### config.mk
export PLATFORM = sky130hd
export DESIGN_NAME = demux_1x2_4b_buf_flat
export DESIGN_NICKNAME = d
export VERILOG_FILES = /design/src/rtl/demux_1x2_4b_buf_pkg.sv /design/src/rtl/demux_1x2_4b_buf_if.sv /design/src/rtl/demux_1x2_4b_buf_chan.sv /design/src/rtl/demux_1x2_4b_buf.sv /design/src/flat_wrapper.sv
export SDC_FILE = /design/constraint.sdc
export NUM_CORES = 1
export LEC_CHECK = 0
export CORE_MARGIN = 2
export CORE_UTILIZATION = 48
export CTS_BUF_LIST = sky130_fd_sc_hd__clkbuf_8
export CTS_CLUSTER_DIAMETER = 120
export CTS_CLUSTER_SIZE = 8
export DETAILED_ROUTE_END_ITERATION = 10
export MAX_ROUTING_LAYER = met4
export PLACE_DENSITY = 0.85
export SLEW_MARGIN = 40
export SYNTH_ARGS = -nofsm -noshare
export SYNTH_HDL_FRONTEND = slang
export SYNTH_SLANG_ARGS = --single-unit
### constraint.sdc
create_clock -name clk -period 2.1 [get_ports clk]
set_input_delay 0.42 -clock clk [delete_from_list [all_inputs] [get_ports clk]]
set_output_delay 0.42 -clock clk [all_outputs]
set_load 0.02 [all_outputs]
### src/rtl/demux_1x2_4b_buf_pkg.sv
// Shared constants for the registered 1-to-2 word demultiplexer.
// Channel codes double as the value of the target-select bit.
package demux_1x2_4b_buf_pkg;

   localparam int   WIDTH = 4;
   localparam int   CNT_W = 4;
   localparam logic CH0   = 1'b0;
   localparam logic CH1   = 1'b1;

endpackage

### src/rtl/demux_1x2_4b_buf_if.sv
// Input handshake, both output channels and delivery counters of the demux.
// The slave modport is the demux side; the master modport is the surrounding datapath.
interface demux_1x2_4b_buf_if;
   import demux_1x2_4b_buf_pkg::*;

   logic [WIDTH-1:0] in_data;
   logic             in_valid;
   logic             in_ready;
   logic             s;
   logic             alt;
   logic [WIDTH-1:0] out0_data;
   logic             out0_valid;
   logic             out0_ready;
   logic [WIDTH-1:0] out1_data;
   logic             out1_valid;
   logic             out1_ready;
   logic [CNT_W-1:0] cnt0;
   logic [CNT_W-1:0] cnt1;

   modport slave (
      input  in_data, in_valid, s, alt, out0_ready, out1_ready,
      output in_ready, out0_data, out0_valid, out1_data, out1_valid, cnt0, cnt1
   );

   modport master (
      output in_data, in_valid, s, alt, out0_ready, out1_ready,
      input  in_ready, out0_data, out0_valid, out1_data, out1_valid, cnt0, cnt1
   );

endinterface

### src/rtl/demux_1x2_4b_buf_chan.sv
// One output channel: single-entry holding register, full flag and delivery counter.
// Loaded word is visible the next cycle; a load in the draining cycle replaces the word without a bubble.
module demux_chan_buf
   import demux_1x2_4b_buf_pkg::*;
(
   input  logic             clk,
   input  logic             rst,
   input  logic             load,
   input  logic [WIDTH-1:0] load_data,
   output logic [WIDTH-1:0] out_data,
   output logic             out_valid,
   input  logic             out_ready,
   output logic [CNT_W-1:0] cnt
);

   logic             full;
   logic [WIDTH-1:0] data_q;
   logic             drain;

   assign drain     = full & out_ready;
   assign out_valid = full;
   assign out_data  = data_q;

   always_ff @(posedge clk) begin
      if (rst) begin
         full   <= 1'b0;
         data_q <= '0;
         cnt    <= '0;
      end else begin
         // A load wins over a drain so a back-to-back word keeps the flag set.
         if (load) begin
            full   <= 1'b1;
            data_q <= load_data;
         end else if (drain) begin
            full <= 1'b0;
         end
         if (drain) begin
            cnt <= cnt + CNT_W'(1);
         end
      end
   end

endmodule

### src/rtl/demux_1x2_4b_buf.sv
// Registered 1-to-2 demux: steers each accepted word to out0/out1 by s or by alternation; one cycle latency.
// in_ready follows only the target channel, so a stalled channel never blocks or corrupts the other.
module demux_1x2_4b_buf
   import demux_1x2_4b_buf_pkg::*;
(
   input  logic               clk,
   input  logic               rst,
   demux_1x2_4b_buf_if.slave  bus
);

   logic ptr;
   logic tgt;
   logic accept;
   logic load0;
   logic load1;

   assign tgt = bus.alt ? ptr : bus.s;

   // Deliberately independent of in_valid to keep the ready path free of upstream loops.
   assign bus.in_ready = (tgt == CH1) ? (~bus.out1_valid | bus.out1_ready)
                                      : (~bus.out0_valid | bus.out0_ready);

   assign accept = bus.in_valid & bus.in_ready;
   assign load0  = accept & (tgt == CH0);
   assign load1  = accept & (tgt == CH1);

   always_ff @(posedge clk) begin
      if (rst) begin
         ptr <= CH0;
      end else if (accept && bus.alt) begin
         ptr <= ~ptr;
      end
   end

   demux_chan_buf u_chan0 (
      .clk       (clk),
      .rst       (rst),
      .load      (load0),
      .load_data (bus.in_data),
      .out_data  (bus.out0_data),
      .out_valid (bus.out0_valid),
      .out_ready (bus.out0_ready),
      .cnt       (bus.cnt0)
   );

   demux_chan_buf u_chan1 (
      .clk       (clk),
      .rst       (rst),
      .load      (load1),
      .load_data (bus.in_data),
      .out_data  (bus.out1_data),
      .out_valid (bus.out1_valid),
      .out_ready (bus.out1_ready),
      .cnt       (bus.cnt1)
   );

endmodule

### src/flat_wrapper.sv
// flat-port wrapper written by rule: the top's interface ports become plain ports
module demux_1x2_4b_buf_flat import demux_1x2_4b_buf_pkg::*;
  (clk, rst, bus_in_data, bus_in_valid, bus_s, bus_alt, bus_out0_ready, bus_out1_ready, bus_in_ready, bus_out0_data, bus_out0_valid, bus_out1_data, bus_out1_valid, bus_cnt0, bus_cnt1);
  demux_1x2_4b_buf_if bus_i ();
  input  logic clk;
  input  logic rst;
  input wire logic [$bits(bus_i.in_data)-1:0] bus_in_data;
  input wire logic [$bits(bus_i.in_valid)-1:0] bus_in_valid;
  input wire logic [$bits(bus_i.s)-1:0] bus_s;
  input wire logic [$bits(bus_i.alt)-1:0] bus_alt;
  input wire logic [$bits(bus_i.out0_ready)-1:0] bus_out0_ready;
  input wire logic [$bits(bus_i.out1_ready)-1:0] bus_out1_ready;
  output wire logic [$bits(bus_i.in_ready)-1:0] bus_in_ready;
  output wire logic [$bits(bus_i.out0_data)-1:0] bus_out0_data;
  output wire logic [$bits(bus_i.out0_valid)-1:0] bus_out0_valid;
  output wire logic [$bits(bus_i.out1_data)-1:0] bus_out1_data;
  output wire logic [$bits(bus_i.out1_valid)-1:0] bus_out1_valid;
  output wire logic [$bits(bus_i.cnt0)-1:0] bus_cnt0;
  output wire logic [$bits(bus_i.cnt1)-1:0] bus_cnt1;
  assign bus_i.in_data = bus_in_data;
  assign bus_i.in_valid = bus_in_valid;
  assign bus_i.s = bus_s;
  assign bus_i.alt = bus_alt;
  assign bus_i.out0_ready = bus_out0_ready;
  assign bus_i.out1_ready = bus_out1_ready;
  assign bus_in_ready = bus_i.in_ready;
  assign bus_out0_data = bus_i.out0_data;
  assign bus_out0_valid = bus_i.out0_valid;
  assign bus_out1_data = bus_i.out1_data;
  assign bus_out1_valid = bus_i.out1_valid;
  assign bus_cnt0 = bus_i.cnt0;
  assign bus_cnt1 = bus_i.cnt1;
  demux_1x2_4b_buf u_core (.clk(clk), .rst(rst), .bus(bus_i));
endmodule
Figure 1. Met2 routing (run 1).
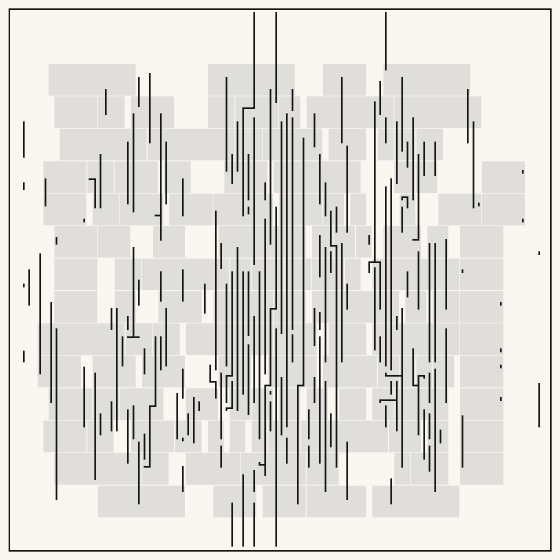
wire length on this layer: 875 um
main direction: vertical
share of all routed wire: 48%
longest straight run: 26.2 um
nets with wire on the layer: 119
routing usage on met2: 0.320
drt total wl: 1820 um
vias: 740

Figure 2. Placed standard cells (run 1).
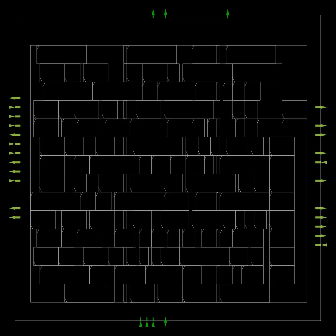
Seq cells: 19
Rows: 14
Filler cells: 113

Figure 3. Placed cells, one colour a class (run 1).
Fill, decap, tap and diode cells in grey.
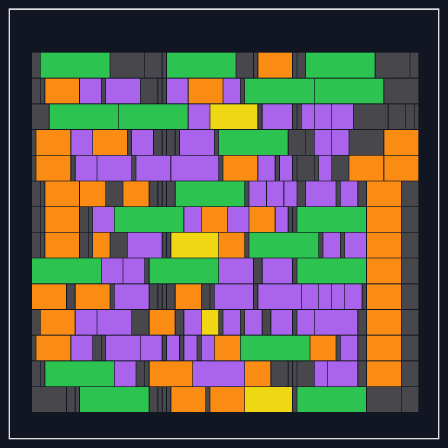
| class | colour | cells |
|---|---|---|
| other buffers and delay cells | orange | 39 |
| all other logic | purple | 63 |
| flip-flops | green | 19 |
| clock drivers and dummy loads | yellow | 4 |
final core occ: 0.791
final instance area: 0.00123 mm2
core footprint: 0.00156 mm2

==> CHANGELOG.md, run 1 <==
## Implementation

* Vias per cell at 5.25
* Detailed Place HPWL at 1270 um
* Final setup violating endpoints at 0
* Seq/total area at 0.309
* # DRC at 0
* First-pass GRT wire length at 2900 um
* Reg area at 380 um2
* Most used cell, CP: nor2_1
* Nonclk inv count at 0
* Post-synth EDFFs at 0
* Crit path buffers/inverters at 2
* Signal buf overhead at 0.294
* Crit-path max FO at 2
* Status: complete, no violations
* Floorplan Utilization at 0.525
* Worst Path Arrival at 1.47 ns
* Synth unique cells at 18
* Clk cell area share at 0.0376
* Overall global routing resource usage at 0.205
* Signal buffers at 39
* Final Hold Violating Endpoints at 0
* FFs w/ async S/R, synth at 0
* Share of layout cells above drive strength 1 at 0.152
* DR iter-0 viols at 17
* Horiz. Die Dim at 45.3 um
* Setup ws final at 0.208 ns
* Slew @ Worst Pin at 0.318 ns
* Slowest stage delay, CP at 0.46 ns
* Yosys Instances at 85
* Kind of critical path: primary input to output pin
* CP startpoint kind: primary input
* Root Buffer: clkbuf_8
* Worst path slowest cell: clkdlybuf4s50_1
* Clock buffer count from CTS at 3
* Post-synth area hogs: dfxtp_1 (46%), mux2i_1 (11%), nand2b_1 (11%), nand3_1 (4.9%), xor2_1 (4.3%)
* F_max at 528 MHz
* WL/cell at 12.9 um
* P&R area growth vs syn at 50.6%
* Tap cells at 16
* Clk ins delay skew pair at 0.26 ns
* Detailed Routing Iterations Pass 1 at 4
* Max-Cap Viols at 0
* Worst path cell trace: clkdlybuf4s50_1 > mux2_4 > nor2_1 > nor2_1 > buf_2
* CP Capture Type: output pin
* Layout Nets at 139
* Rel. slew slack at 0.787
* Logic area at 423 um2
* Post-synth regs at 19
* Clk_skew at 0.00319 ns
[run 1: path summary, 6_finish.rpt]
| path | startpoint | end | slack, ns | cells past startpoint |
|---|---|---|---|---|
| worst min-delay path | u_core.u_chan1.out_data[3] | u_core.u_chan1.out_data[3] | 0.48 | 2 |
| worst max register to register | u_core.ptr | u_core.u_chan0.out_valid | 0.75 | 5 |
| worst min register to register | u_core.u_chan1.out_data[3] | u_core.u_chan1.out_data[3] | 0.48 | 2 |
| worst max-delay path | bus_s | bus_in_ready | 0.21 | 5 |
[run 1: cell families (layout without fill, tap and decap cells)]
logic type	count (synthesis)	after routing	share of synthesized area
buf+inv	3	43	0.0229
flops	19	19	0.465
compound gates	9	9	0.0566
simple gates	38	38	0.254
fa+ha+maj	2	2	0.0306
xor+xnor	4	4	0.0428
mux	10	10	0.128
[run 1: cell usage in the layout, fill, tap and decap left out, drive strengths merged]
| cell | count |
|---|---|
| a21oi | 6 |
| a31oi | 1 |
| and3 | 1 |
| and4 | 1 |
| buf | 11 |
| clkbuf | 3 |
| clkdlybuf4s50 | 27 |
| clkinv | 1 |
| dfxtp | 19 |
| dlymetal6s2s | 1 |
| ha | 2 |
| mux2 | 1 |
| mux2i | 9 |
| nand2 | 4 |
| nand2b | 14 |
| nand3 | 8 |
| nor2 | 7 |
| nor3 | 1 |
| o21ai | 2 |
| or3 | 2 |
| xor2 | 4 |
[run 1: through the flow]
step | power, mW | hold slack, ns | cells | cell area, um2
CTS | 0.791 | 0.487 | 141 | 1230
detailed placement | 0.531 | 0.466 | 136 | 1180
finish | 0.785 | 0.482 | 141 | 1230
global route | 0.812 | 0.494 | 141 | 1230
global placement | 0.528 | 0.461 | 136 | 1180
floorplan | 0.460 | 0.531 | 85 | 818
[run 1: power by group]
| part | internal (mW) | switching [mW] | total [mW] |
|---|---|---|---|
| Sequential | 0.376 | 0.0124 | 0.388 |
| Clock | 0.132 | 0.124 | 0.256 |
| Combinational | 0.0781 | 0.0630 | 0.141 |
| Total | 0.586 | 0.200 | 0.785 |
[run 1: worst register-to-register path, stage by stage, from the launching register on]
cell,delay [ns]
dfxtp_1,0.36
mux2i_2,0.20
buf_4,0.14
buf_4,0.09
nand3_1,0.24
a21oi_1,0.25
[run 1: per-layer routing]
layer | GRT usage | vias up | wire, um
met4 | 0.135 | 0 | 29
li1 | - | 372 | -
met2 | 0.320 | 31 | 874
met5 | - | - | 0
met3 | 0.0240 | 4 | 97
met1 | 0.248 | 333 | 821
[run 1: what timing repair did]
action                                  in CTS  in global routing
endpoints found under the setup margin       1                  1
gates resized                                4                  2
hold buffers                                 0                  0
buffers inserted                             1                  0
pin swaps                                    0                  0
[run 1: flip-flops by register name, summed over array words and instances (netlist names)]
| name | count |
|---|---|
| u_core.ptr | 1 |
| u_core.u_chan0.cnt | 4 |
| u_core.u_chan0.out_data | 4 |
| u_core.u_chan0.out_valid | 1 |
| u_core.u_chan1.cnt | 4 |
| u_core.u_chan1.out_data | 4 |
| u_core.u_chan1.out_valid | 1 |
==> run 1 -> run 2 <==
--- a/config.mk
+++ b/config.mk
@@ -9,8 +9,8 @@
 export CORE_UTILIZATION = 48
 export CTS_BUF_LIST = sky130_fd_sc_hd__clkbuf_8
 export CTS_CLUSTER_DIAMETER = 120
-export CTS_CLUSTER_SIZE = 8
 export DETAILED_ROUTE_END_ITERATION = 10
+export HOLD_SLACK_MARGIN = 0.03
 export MAX_ROUTING_LAYER = met4
 export PLACE_DENSITY = 0.85
 export SLEW_MARGIN = 40
Figure 4. Placed standard cells (run 2).
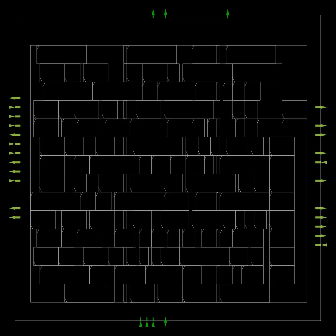
Final Non-Filler Cells: 141
Seq/total area: 0.309
tap cells: 16

==> run 2 against run 1 <==
Compared with the run above: routed wire length is the same; global-route usage is the same; register-to-register slack about the same; setup slack unchanged; largest cell class unchanged.
==> CHANGELOG.md, run 2 <==
## Implementation

* Status: complete, no violations
* Horiz. Die Dim at 45.3 um (unchanged)
* Hold path depth at 2 (unchanged)
* Worst path cell trace: clkdlybuf4s50_1 > mux2_4 > nor2_1 > nor2_1 > buf_2
* Reg2reg start: u_core.ptr
* Root Buffer: clkbuf_8
* P&R area growth vs syn at 50.6% (unchanged)
* Max-Cap Viols at 0 (unchanged)
* Hold Crit Start: u_core.u_chan1.out_data[3]
* First-pass GRT wire length at 2900 um (unchanged)
* Reg2reg setup slack at 0.75 ns (about the same)
* Most common logic cells in the final layout: clkdlybuf4s50_1 (27), dfxtp_1 (19), nand2b_1 (14)
* Setup ws final at 0.208 ns (unchanged)
* CP startpoint kind: primary input
* Final Hold Violating Endpoints at 0 (unchanged)
* Post-synth regs at 19 (unchanged)
* Yosys Instances at 85 (unchanged)
* Top cell excl fill/tap: clkdlybuf4s50_1
* Overall global routing resource usage at 0.205 (unchanged)
* Clk ins delay skew pair at 0.26 ns (about the same)
* Worst path slowest cell: clkdlybuf4s50_1
* DR iter-0 viols at 17 (unchanged)
* Clk_skew at 0.00319 ns (unchanged)
* Vias at 740 (unchanged)
* Vias per cell at 5.25 (unchanged)
* Reg area at 380 um2 (unchanged)
* Floorplan Utilization at 0.525 (unchanged)
* Share of layout cells above drive strength 1 at 0.152 (unchanged)
* Final core occ at 0.791 (unchanged)
* Logic area at 423 um2 (unchanged)
* Worst Path Arrival at 1.47 ns (about the same)
* Post-synth EDFFs at 0 (unchanged)
* Crit path buffers/inverters at 2 (unchanged)
[run 2: cell counts in the layout (fill, tap and decap cells not counted)]
Identical to the previous run, type by type.
[run 2: per-stage QoR]
stage | cell area, um2 | power (mW) | hold WS [ns] | instances
3_5_place_dp | 1180 | 0.531 | 0.466 | 136
2_1_floorplan | 818 | 0.460 | 0.531 | 85
6_report | 1230 | 0.785 | 0.482 | 141
4_1_cts | 1230 | 0.791 | 0.487 | 141
5_1_grt | 1230 | 0.812 | 0.494 | 141
3_3_place_gp | 1180 | 0.528 | 0.461 | 136
[run 2: cell families (layout without fill, tap and decap cells)]
family | after synthesis | after routing | synth area share
AND/OR/NAND/NOR | 38 | 38 | 0.254
flip-flops | 19 | 19 | 0.465
multiplexers | 10 | 10 | 0.128
AND-OR/OR-AND | 9 | 9 | 0.0566
XOR/XNOR | 4 | 4 | 0.0428
buffers and inverters | 3 | 43 | 0.0229
adder cells (fa/ha/maj) | 2 | 2 | 0.0306
[run 2: repair_timing]
action,CTS,global route
buffers inserted,1,0
endpoints found under the setup margin,1,1
hold buffers,0,0
gates cloned,0,0
gates resized,4,2
pin swaps,0,0
[run 2: worst max path at each step]
stage	slack, ns	cells after the start	end	from
2_1_floorplan	0.72	3	bus_in_ready	bus_alt
3_3_place_gp	-0.25	5	bus_in_ready	bus_alt
3_5_place_dp	-0.38	5	bus_in_ready	bus_alt
4_1_cts	0.04	5	bus_in_ready	bus_alt
5_1_grt	0.13	5	bus_in_ready	bus_s
6_report	0.21	5	bus_in_ready	bus_s
[run 2: routing by layer]
layer / routed length, um / GRT usage / vias up
met5: 0 / - / -
met4: 29 / 0.135 / 0
met3: 97 / 0.0240 / 4
met2: 874 / 0.320 / 31
met1: 821 / 0.248 / 333
li1: - / - / 372
[run 2: tightest hold or removal path: stages (launching register included)]
cell and delay (ns):
dfxtp_1 0.32, nand2b_1 0.06, mux2i_1 0.06
[run 2: cell type report]
cell class,count,area share
tap,16,0.0162
timing repair buffer,39,0.294
clock buffer,3,0.0335
clock inverter,1,0.00406
multi-input combinational,63,0.343
sequential,19,0.309
[run 2: report_power, final]
| group | total [mW] | internal [mW] | switching, mW |
|---|---|---|---|
| sequential | 0.388 | 0.376 | 0.0124 |
| clock | 0.256 | 0.132 | 0.124 |
| combinational | 0.141 | 0.0781 | 0.0630 |
| total | 0.785 | 0.586 | 0.200 |
==> run 2 -> run 3 <==
==> constraint.sdc (replaced) <==
create_clock -name clk -period 2.1 [get_ports clk]
set_input_delay 0.21 -clock clk [delete_from_list [all_inputs] [get_ports clk]]
set_output_delay 0.21 -clock clk [all_outputs]
set_load 0.02 [all_outputs]
Figure 5. Nets reached from selected ports (run 3).
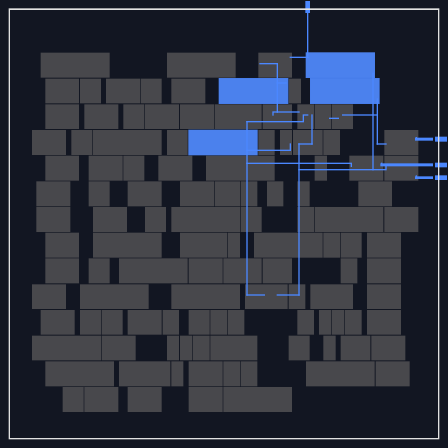
| port | colour | direction | end cells | buffers | wire |
|---|---|---|---|---|---|
| bus_cnt0 | blue | output | 4 | 4 | 123 um |
top-level port count: 30
I/O Buffers: 29

==> run 3 against run 2 <==
Compared with the run above: first-iteration DRC count down 65%; global-route usage down 1.6 points; die size unchanged; final cell count down 6.4%; clock-buffer cell count unchanged; synthesized cell count unchanged; flip-flop count unchanged; fmax down 5.2%; register-to-register slack better by 0.20 ns; sequential share of layout area up 1.8 points; largest power group unchanged.
==> CHANGELOG.md, run 3 <==
## Implementation

* Status: complete, no violations
* P&R area growth vs syn at 42.2%
* Post-synth EDFFs at 0 (unchanged)
* Inst Count DP at 128 (-5.9%)
* Root Buffer: clkbuf_8
* Top cell excl fill/tap: clkdlybuf4s50_1
* Hold_buf cts at 0 (unchanged)
* Sequential share of the synthesized area at 0.465
* DR iter-0 viols at 6 (-11)
* Max-Cap Viols at 0 (unchanged)
* Tot Pwr at 0.765 mW (-2.6%)
* PostCTS Resize Cnt at 0 (-4)
* Clk ins delay skew pair at 0.26 ns (about the same)
* Overall global routing resource usage at 0.190 (-0.0156)
* Worst hold slack at 0.482 ns (-0.000193 ns)
* Clk_skew at 0.00485 ns (+0.00166 ns)
* Hold Crit Start: u_core.u_chan0.out_data[3]
* Final core occ at 0.746 (-0.0441)
* Yosys Instances at 85 (unchanged)
* Horiz. Die Dim at 45.3 um (unchanged)
* Vias per cell at 5.27 (+0.32%)
* Metal3 WL at 99 um (+2.1%)
* CP Capture Type: output pin
* Wire length on met1 at 781 um (-4.9%)
* OpenROAD warning count at 26
* Reg2reg start: u_core.ptr
* Setup Fix Bufs, Post-CTS at 0 (-1)
* DR WL met2 at 792 um (-9.4%)
* Share of layout cells above drive strength 1 at 0.0690 (-0.0830)
* Vias at 695 (-6.1%)
* CP startpoint kind: primary input
* Hold path depth at 2 (unchanged)
* First-pass GRT wire length at 2730 um (-6.2%)
* Most common logic cells in the final layout: clkdlybuf4s50_1 (29), dfxtp_1 (19), nand2b_1 (14)
* R2R depth at 3
* Final Hold Violating Endpoints at 0 (unchanged)
* Floorplan Utilization at 0.525 (unchanged)
* Top sig layer: met4
* Post-synth regs at 19 (unchanged)
* Crit path DRT at 1.89 ns
* Worst Path Arrival at 1.79 ns (+0.32 ns)
* Final Non-Filler Cells at 132 (-6.4%)
* Reg2reg setup slack at 0.95 ns (+0.20 ns)
## run 3: cell counts after synthesis
No cell type changed its count.
## run 3: routing by layer
metal	track usage	vias to the layer above
met4	0.0882	0
met5	-	-
met3	0.0240	2
met2	0.320	31
li1	-	353
met1	0.223	309
## run 3: logic make-up after synthesis
group / count (synthesis) / share of synthesized area
buffers and inverters: 3 / 0.0229
flip-flops: 19 / 0.465
adder cells (fa/ha/maj): 2 / 0.0306
XOR/XNOR: 4 / 0.0428
AND/OR/NAND/NOR: 38 / 0.254
AND-OR/OR-AND: 9 / 0.0566
multiplexers: 10 / 0.128
## run 3: worst max path at each step
stage / from / endpoint / slack, ns
3_3_place_gp: bus_alt / bus_in_ready / 0.16
5_1_grt: bus_alt / bus_in_ready / 0.02
6_report: bus_alt / bus_in_ready / 0.10
4_1_cts: bus_alt / bus_in_ready / 0.10
2_1_floorplan: u_core.u_chan1.out_valid / u_core.u_chan1.cnt[3] / 0.94
3_5_place_dp: bus_alt / bus_in_ready / 0.11
## run 3: worst max-delay path: stages
cell             delay (ns)
clkdlybuf4s50_1        0.56
mux2i_1                0.26
nor2_1                 0.07
nor2_1                 0.08
clkdlybuf4s50_1        0.60
## run 3: final cells by class
type | count | area [um2]
fillers | 126 | 395
flip-flops and latches | 19 | 380
well taps | 16 | 20.0
clock inverters | 1 | 5.00
repair buffers | 30 | 298
multi-input cells | 63 | 419
clock buffers | 3 | 41.3
## run 3: report_power, final
group	total, mW	switching (mW)	internal [mW]
clock network	0.253	0.121	0.132
logic	0.124	0.0573	0.0663
registers	0.388	0.0125	0.376
total	0.765	0.191	0.574
## run 3: per-stage QoR
| step | setup slack, ns | area [um2] |
|---|---|---|
| after CTS | 0.103 | 1160 |
| final | 0.105 | 1160 |
| after global routing | 0.0180 | 1160 |
| after floorplan | 0.942 | 818 |
| after global placement | 0.156 | 1120 |
| after detailed placement | 0.112 | 1120 |
Power and IR drop assume default switching activity.
